## src/rtl/rxd_pkg.sv

```systemverilog
// rtl/rxd_pkg.sv - shared SoC types used by the data-bus arbiter
package rxd_pkg;

    // Identifies which bus master owns or is selected for a transaction.
    typedef enum logic {
        MASTER_0 = 1'b0,
        MASTER_1 = 1'b1
    } bus_master_t;

    // Arbiter state: idle, or one slave transaction outstanding.
    typedef enum logic {
        ARB_IDLE = 1'b0,
        ARB_BUSY = 1'b1
    } arbiter_state_t;

endpackage

```

## src/rtl/ibex_bus_rr_select.sv

```systemverilog
// rtl/ibex_bus_rr_select.sv - two-way round-robin pick for the bus arbiter
//
// Ports:
//   req[1:0]    request from master 1 (bit 1) and master 0 (bit 0)
//   last_owner  master granted most recently
//   sel         chosen master (meaningful only when valid)
//   valid       at least one master is requesting
module ibex_bus_rr_select
    import rxd_pkg::*;
(
    input  logic [1:0]  req,
    input  bus_master_t last_owner,
    output bus_master_t sel,
    output logic        valid
);

    always_comb begin
        valid = |req;
        sel   = MASTER_0;
        case (req)
            2'b01:   sel = MASTER_0;
            2'b10:   sel = MASTER_1;
            // Tie: the master that did not win last time goes next.
            2'b11:   sel = (last_owner == MASTER_0) ? MASTER_1 : MASTER_0;
            default: sel = MASTER_0;
        endcase
    end

endmodule

```

## src/rtl/ibex_bus_arbiter.sv

```systemverilog
// rtl/ibex_bus_arbiter.sv - two-master round-robin arbiter for one Ibex data-bus slave
//
// Shares one slave port between master 0 and master 1 with a single
// outstanding transaction, steers rvalid/err back to the owner, broadcasts
// rdata, and returns an error response if the slave never answers.
//
// Ports:
//   clk, rst_n                       clock, asynchronous active-low reset
//   mX_req/we/be/addr/wdata          master request side
//   mX_gnt/rvalid/err/rdata          master grant and response side
//   s_req/we/be/addr/wdata           slave request side
//   s_gnt/rvalid/err/rdata           slave grant and response side
module ibex_bus_arbiter
    import rxd_pkg::*;
#(
    parameter int unsigned TIMEOUT_CYCLES = 16
) (
    input  logic        clk,
    input  logic        rst_n,
    input  logic        m0_req,
    input  logic        m0_we,
    input  logic [3:0]  m0_be,
    input  logic [31:0] m0_addr,
    input  logic [31:0] m0_wdata,
    output logic        m0_gnt,
    output logic        m0_rvalid,
    output logic        m0_err,
    output logic [31:0] m0_rdata,
    input  logic        m1_req,
    input  logic        m1_we,
    input  logic [3:0]  m1_be,
    input  logic [31:0] m1_addr,
    input  logic [31:0] m1_wdata,
    output logic        m1_gnt,
    output logic        m1_rvalid,
    output logic        m1_err,
    output logic [31:0] m1_rdata,
    output logic        s_req,
    output logic        s_we,
    output logic [3:0]  s_be,
    output logic [31:0] s_addr,
    output logic [31:0] s_wdata,
    input  logic        s_gnt,
    input  logic        s_rvalid,
    input  logic        s_err,
    input  logic [31:0] s_rdata
);

    localparam int unsigned         CNT_W    = $clog2(TIMEOUT_CYCLES);
    localparam logic [CNT_W-1:0]    CNT_LAST = CNT_W'(TIMEOUT_CYCLES - 1);

    arbiter_state_t     r_state;
    bus_master_t        r_owner;
    bus_master_t        r_last_owner;
    bus_master_t        r_hold_sel;
    logic               r_hold;
    logic [CNT_W-1:0]   r_cnt;
    logic               r_drop_pending;

    bus_master_t        w_rr_sel;
    logic               w_rr_valid;
    bus_master_t        w_sel;
    logic               w_busy;
    logic               w_resp;
    logic               w_timeout;
    logic               w_rsp_valid;
    logic               w_rsp_err;
    logic               w_accept;
    logic               w_sel_req;
    logic               w_s_req;
    logic               w_fire;

    ibex_bus_rr_select u_rr_select (
        .req        ({m1_req, m0_req}),
        .last_owner (r_last_owner),
        .sel        (w_rr_sel),
        .valid      (w_rr_valid)
    );

    assign w_busy      = (r_state == ARB_BUSY);
    assign w_resp      = w_busy & s_rvalid;
    // A response arriving on the terminal count wins over the timeout.
    assign w_timeout   = w_busy & ~s_rvalid & (r_cnt == CNT_LAST);
    assign w_rsp_valid = w_resp | w_timeout;
    assign w_rsp_err   = w_resp ? s_err : 1'b1;

    // rst_n gates the request path so the slave sees s_req fall as soon as
    // reset asserts, not at the next clock.
    assign w_accept    = rst_n & ~r_drop_pending & (~w_busy | s_rvalid);

    // A master stalled by s_gnt keeps the slot even if the other master
    // starts requesting and would win the round-robin tie.
    assign w_sel       = r_hold ? r_hold_sel : w_rr_sel;
    assign w_sel_req   = (w_sel == MASTER_1) ? m1_req : m0_req;
    assign w_s_req     = w_accept & w_rr_valid & w_sel_req;
    assign w_fire      = w_s_req & s_gnt;

    always_comb begin
        s_req   = w_s_req;
        s_we    = 1'b0;
        s_be    = '0;
        s_addr  = '0;
        s_wdata = '0;
        if (w_s_req) begin
            if (w_sel == MASTER_1) begin
                s_we    = m1_we;
                s_be    = m1_be;
                s_addr  = m1_addr;
                s_wdata = m1_wdata;
            end else begin
                s_we    = m0_we;
                s_be    = m0_be;
                s_addr  = m0_addr;
                s_wdata = m0_wdata;
            end
        end
    end

    assign m0_gnt    = w_fire & (w_sel == MASTER_0);
    assign m1_gnt    = w_fire & (w_sel == MASTER_1);

    assign m0_rvalid = w_rsp_valid & (r_owner == MASTER_0);
    assign m1_rvalid = w_rsp_valid & (r_owner == MASTER_1);
    assign m0_err    = m0_rvalid & w_rsp_err;
    assign m1_err    = m1_rvalid & w_rsp_err;

    // Read data is shared; it is zero when idle and on a timeout response.
    assign m0_rdata  = (w_busy & ~w_timeout) ? s_rdata : '0;
    assign m1_rdata  = (w_busy & ~w_timeout) ? s_rdata : '0;

    always_ff @(posedge clk or negedge rst_n) begin
        if (!rst_n) begin
            r_state        <= ARB_IDLE;
            r_owner        <= MASTER_0;
            r_last_owner   <= MASTER_1;
            r_hold_sel     <= MASTER_0;
            r_hold         <= 1'b0;
            r_cnt          <= '0;
            r_drop_pending <= 1'b0;
        end else begin
            r_hold     <= w_s_req & ~s_gnt;
            r_hold_sel <= w_sel;

            if (w_fire) begin
                r_owner      <= w_sel;
                r_last_owner <= w_sel;
                r_cnt        <= '0;
                r_state      <= ARB_BUSY;
            end else if (w_rsp_valid) begin
                r_state      <= ARB_IDLE;
            end else if (w_busy) begin
                r_cnt        <= r_cnt + 1'b1;
            end

            // The timed-out slave may still answer later; that stray
            // response must be swallowed before the bus is reused.
            if (w_timeout) begin
                r_drop_pending <= 1'b1;
            end else if (r_drop_pending & s_rvalid) begin
                r_drop_pending <= 1'b0;
            end
        end
    end

endmodule

```

## config.mk

```make
export PLATFORM = sky130hd
export DESIGN_NAME = ibex_bus_arbiter
export DESIGN_NICKNAME = d
export VERILOG_FILES = /design/src/rtl/rxd_pkg.sv /design/src/rtl/ibex_bus_rr_select.sv /design/src/rtl/ibex_bus_arbiter.sv
export SDC_FILE = /design/constraint.sdc
export NUM_CORES = 1
export LEC_CHECK = 0
export ABC_AREA = 1
export CORE_AREA = 4 4 122 124
export DETAILED_ROUTE_END_ITERATION = 7
export DIE_AREA = 0 0 126 128
export GPL_TIMING_DRIVEN = 0
export PLACE_DENSITY = 0.63
export SLEW_MARGIN = 20
export SYNTH_ARGS = -nofsm -noshare
export SYNTH_HDL_FRONTEND = slang
export SYNTH_SLANG_ARGS = --single-unit
```

## constraint.sdc

```tcl
create_clock -name clk -period 1.6 [get_ports clk]
set_input_delay 0.4 -clock clk [delete_from_list [all_inputs] [get_ports clk]]
set_output_delay 0.4 -clock clk [all_outputs]
set_load 0.02 [all_outputs]
```

run_1/clk_routes.png
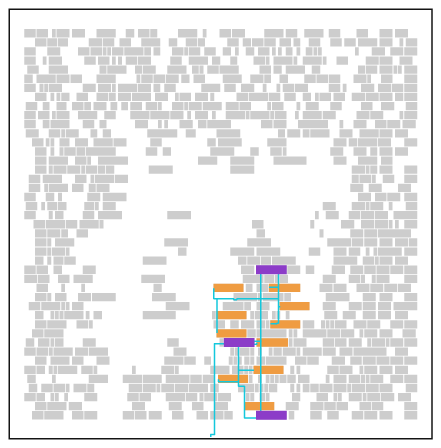
legend:
  purple:
    item: clock drivers
    count: 3
  orange:
    item: flip-flops
    count: 10
  cyan:
    item: clock wires
    length: 188 um
routed clock nets: 4
Clk power: 504 uW
clock skew: 0.700 ps
clock power share: 0.106
clk latency late pin: 240 ps

run_1/sizes.png
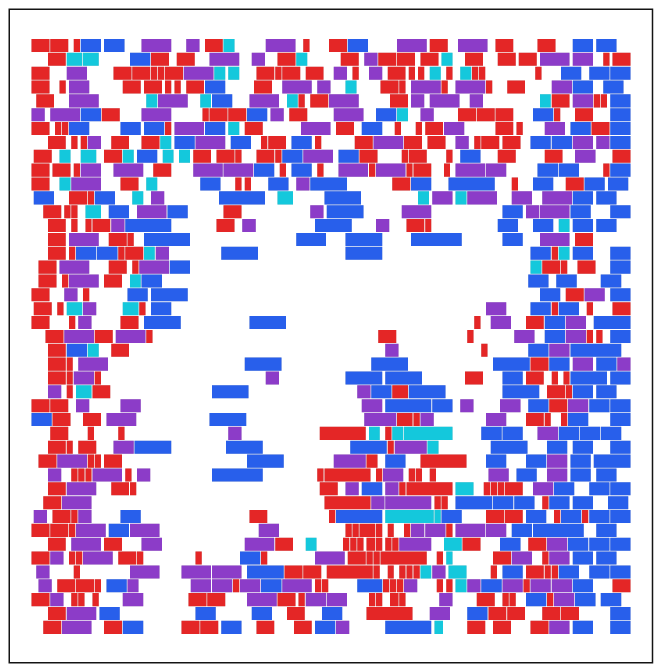
legend:
  purple:
    size: _3 and _4 cells
    cells: 172
    share: 22%
    most_used: a21oi_4
  blue:
    size: _6 and larger
    cells: 201
    share: 26%
    most_used: buf_6
  cyan:
    size: _2 cells
    cells: 52
    share: 6.7%
    most_used: nand2_2
  red:
    size: _0 and _1 cells
    cells: 350
    share: 45%
    most_used: clkdlybuf4s50_1
Area growth, synth to finish: 241%
worst setup slack after layout: -609 ps
Signal buffers: 420
post-route cell area: 7980 um2

==> impl_metrics.toml, run 1 <==
# flow metrics
[logic_synthesis]
ys_ff = 10
topCombFamilyByArea = "simple AND/OR/NAND/NOR gates"
synth_warnings = 0
ys.flop_type = "dfrtp_1"
synth-edff-count = 0
ys_async_sr_fraction = 1.00
synth_cells = 406

[final_timing]
finalSetupViolations = 141
finalWorstSetupSlack_ps = -609
layout_min_cycle_time_ps = 2210

[clock_tree]
cts_resized = 931
path_clk_slew_ps = 40
root_buffer = "clkbuf_16"

[layout]
largestClassByArea = "non-clock buffers"
logic_gates = 291
top_register = "r_cnt"
finalNetCount = 954
largest_reg_flops = 4
final-nonclk-buf-share = 0.584
final_common_cell = "clkdlybuf4s50_1"
seq_area_frac = 0.0317
flops = 10

[floorplan]
fp.dieArea_um2 = 16100

[power_and_ir_drop]
seqPwrFrac = 0.077
power_mw = 4.76
p_int_mw = 2.71

[global_route]
grt_util_all_layers = 0.183
antenna_found_initial = 1
overflow = 0
grt_max_degree = 11

[drt]
viasPerCell = 4.21
drc = 0

[job]
maxCapViolCount = 0

[place]
place_ws_ps = -1590
dp_hpwl_um = 12400

[status]
status = "finished, violations left"
violations = "negative setup slack"

[critical_path]
crit_family = "buffers and inverters"
run_1/layer_met1.png
Supply wires on this layer in grey.
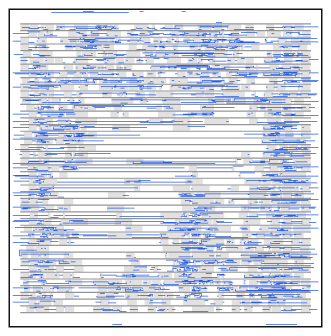
longest straight run: 47.8 um
main direction: horizontal
drt total wl: 16,400 um
grt met1 use: 0.192
via count: 4,025

run_1/placement_by_type.png
The bar under the picture is 50 um long.
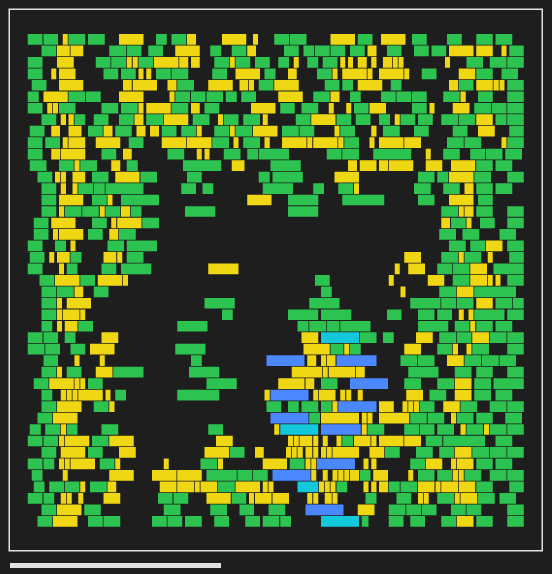
legend:
  cyan:
    class: clock drivers and dummy loads
    cells: 4
    share_of_their_area: 1.1%
  yellow:
    class: combinational and other logic
    cells: 341
    share_of_their_area: 36%
  blue:
    class: sequential cells
    cells: 10
    share_of_their_area: 3.3%
  green:
    class: remaining buffers and delay cells
    cells: 420
    share_of_their_area: 60%
Core Area: 13,800 um2
post-layout util: 0.579
Rows: 43

-- run 1: worst paths after layout --
check,startpoint,endpoint,slack (ps),cells after the start
min in group clk,r_drop_pending,r_drop_pending,510,2
min,rst_n,r_last_owner,110,1
min reg2reg,r_drop_pending,r_drop_pending,510,2
max,r_last_owner,s_be[3],-610,10
max in group asynchronous,rst_n,r_state,620,2
max reg2reg,r_last_owner,r_cnt[3],-10,10
-- run 1: routing by layer --
| layer | routed length (um) | vias up | track usage |
|---|---|---|---|
| met5 | 14 | - | 0 |
| met3 | 1220 | 13 | 0.0400 |
| li1 | - | 1949 | - |
| met2 | 9210 | 221 | 0.375 |
| met4 | 168 | 2 | 0.0278 |
| met1 | 5760 | 1840 | 0.192 |
## Run 2: what changed since run 1
--- a/config.mk
+++ b/config.mk
@@ -6,6 +6,7 @@
 export NUM_CORES = 1
 export LEC_CHECK = 0
 export ABC_AREA = 1
+export CAP_MARGIN = 25
 export CORE_AREA = 4 4 122 124
 export DETAILED_ROUTE_END_ITERATION = 7
 export DIE_AREA = 0 0 126 128
run_2/sizes.png
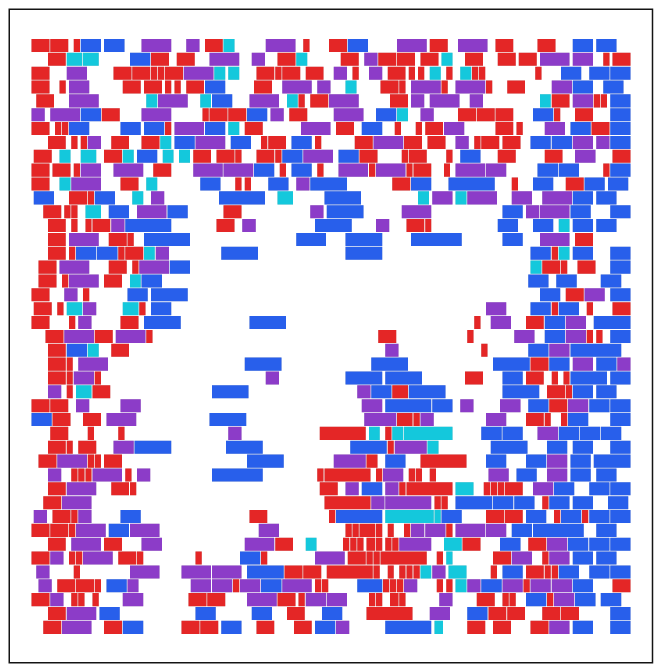
legend:
  cyan:
    size: _2 cells
    cells: 52
    share: 6.7%
    most_used: nand2_2
  blue:
    size: _6 and larger
    cells: 201
    share: 26%
    most_used: buf_6
  red:
    size: _0 and _1 cells
    cells: 350
    share: 45%
    most_used: clkdlybuf4s50_1
  purple:
    size: _3 and _4 cells
    cells: 172
    share: 22%
    most_used: a21oi_4

==> run 2 against run 1 <==
Worst setup slack did not move. Power did not move. Combinational power barely moved. Highest routed layer unchanged. Final area did not move. Sequential share of layout area did not move. Flip-flop count did not move. First-iteration DRC count did not move. The flow still finishes with violations (negative setup slack). Synthesized cell count did not move. Utilization did not move. Sequential power barely moved.
==> impl_metrics.toml, run 2 <==
# flow metrics
[layout]
buffers_excl_clock = 420
syn2layout_area_growth_pct = 241
largest_reg_flops = 4
postLayoutCellArea_um2 = 7980
finalNetCount = 954
seq_area_frac = 0.0317
top_register = "r_cnt"
flops = 10

[global_route]
grt_max_degree = 11
overflow = 0
antenna_found_initial = 1

[status]
status = "finished, violations left"
violations = "negative setup slack"

[drt]
wl_um = 16400
drc = 0
routed-via-count = 4025

[place]
place_ws_ps = -1590

[final_timing]
finalWorstSetupSlack_ps = -609
layout_min_cycle_time_ps = 2210
finalSetupViolations = 141

[job]
maxCapViolCount = 0

[clock_tree]
root_buffer = "clkbuf_16"
path_clk_slew_ps = 40

[power_and_ir_drop]
p_int_mw = 2.71
seqPwrFrac = 0.077

[critical_path]
worst-path-stages = 10

[floorplan]
fp.dieArea_um2 = 16100

[logic_synthesis]
synth_warnings = 0
ys_ff = 10
ys.flop_type = "dfrtp_1"
[run 2: logic make-up after synthesis]
logic type / count (synthesis) / synth area share
AND/OR/NAND/NOR: 216 / 0.365
buffers and inverters: 106 / 0.259
AND-OR/OR-AND: 72 / 0.260
flip-flops: 10 / 0.108
XOR/XNOR: 1 / 0.00375
adder cells (fa/ha/maj): 1 / 0.00535
[run 2: per-layer routing]
layer | global-route usage | wire length (um) | vias up
met5 | 0 | 14 | -
met4 | 0.0278 | 168 | 2
met3 | 0.0400 | 1220 | 13
met2 | 0.375 | 9210 | 221
met1 | 0.192 | 5760 | 1840
li1 | - | - | 1949
[run 2: what timing repair did]
item                                   CTS  global route
resized                                931            71
endpoints found under the hold margin    9             0
hold buffers                             1             0
setup endpoints to repair              148           140
buffers inserted                        26            13
cloned                                  10             4
pin swaps                               38            32
No activity file was given, so power comes from the tool's default toggle rates.
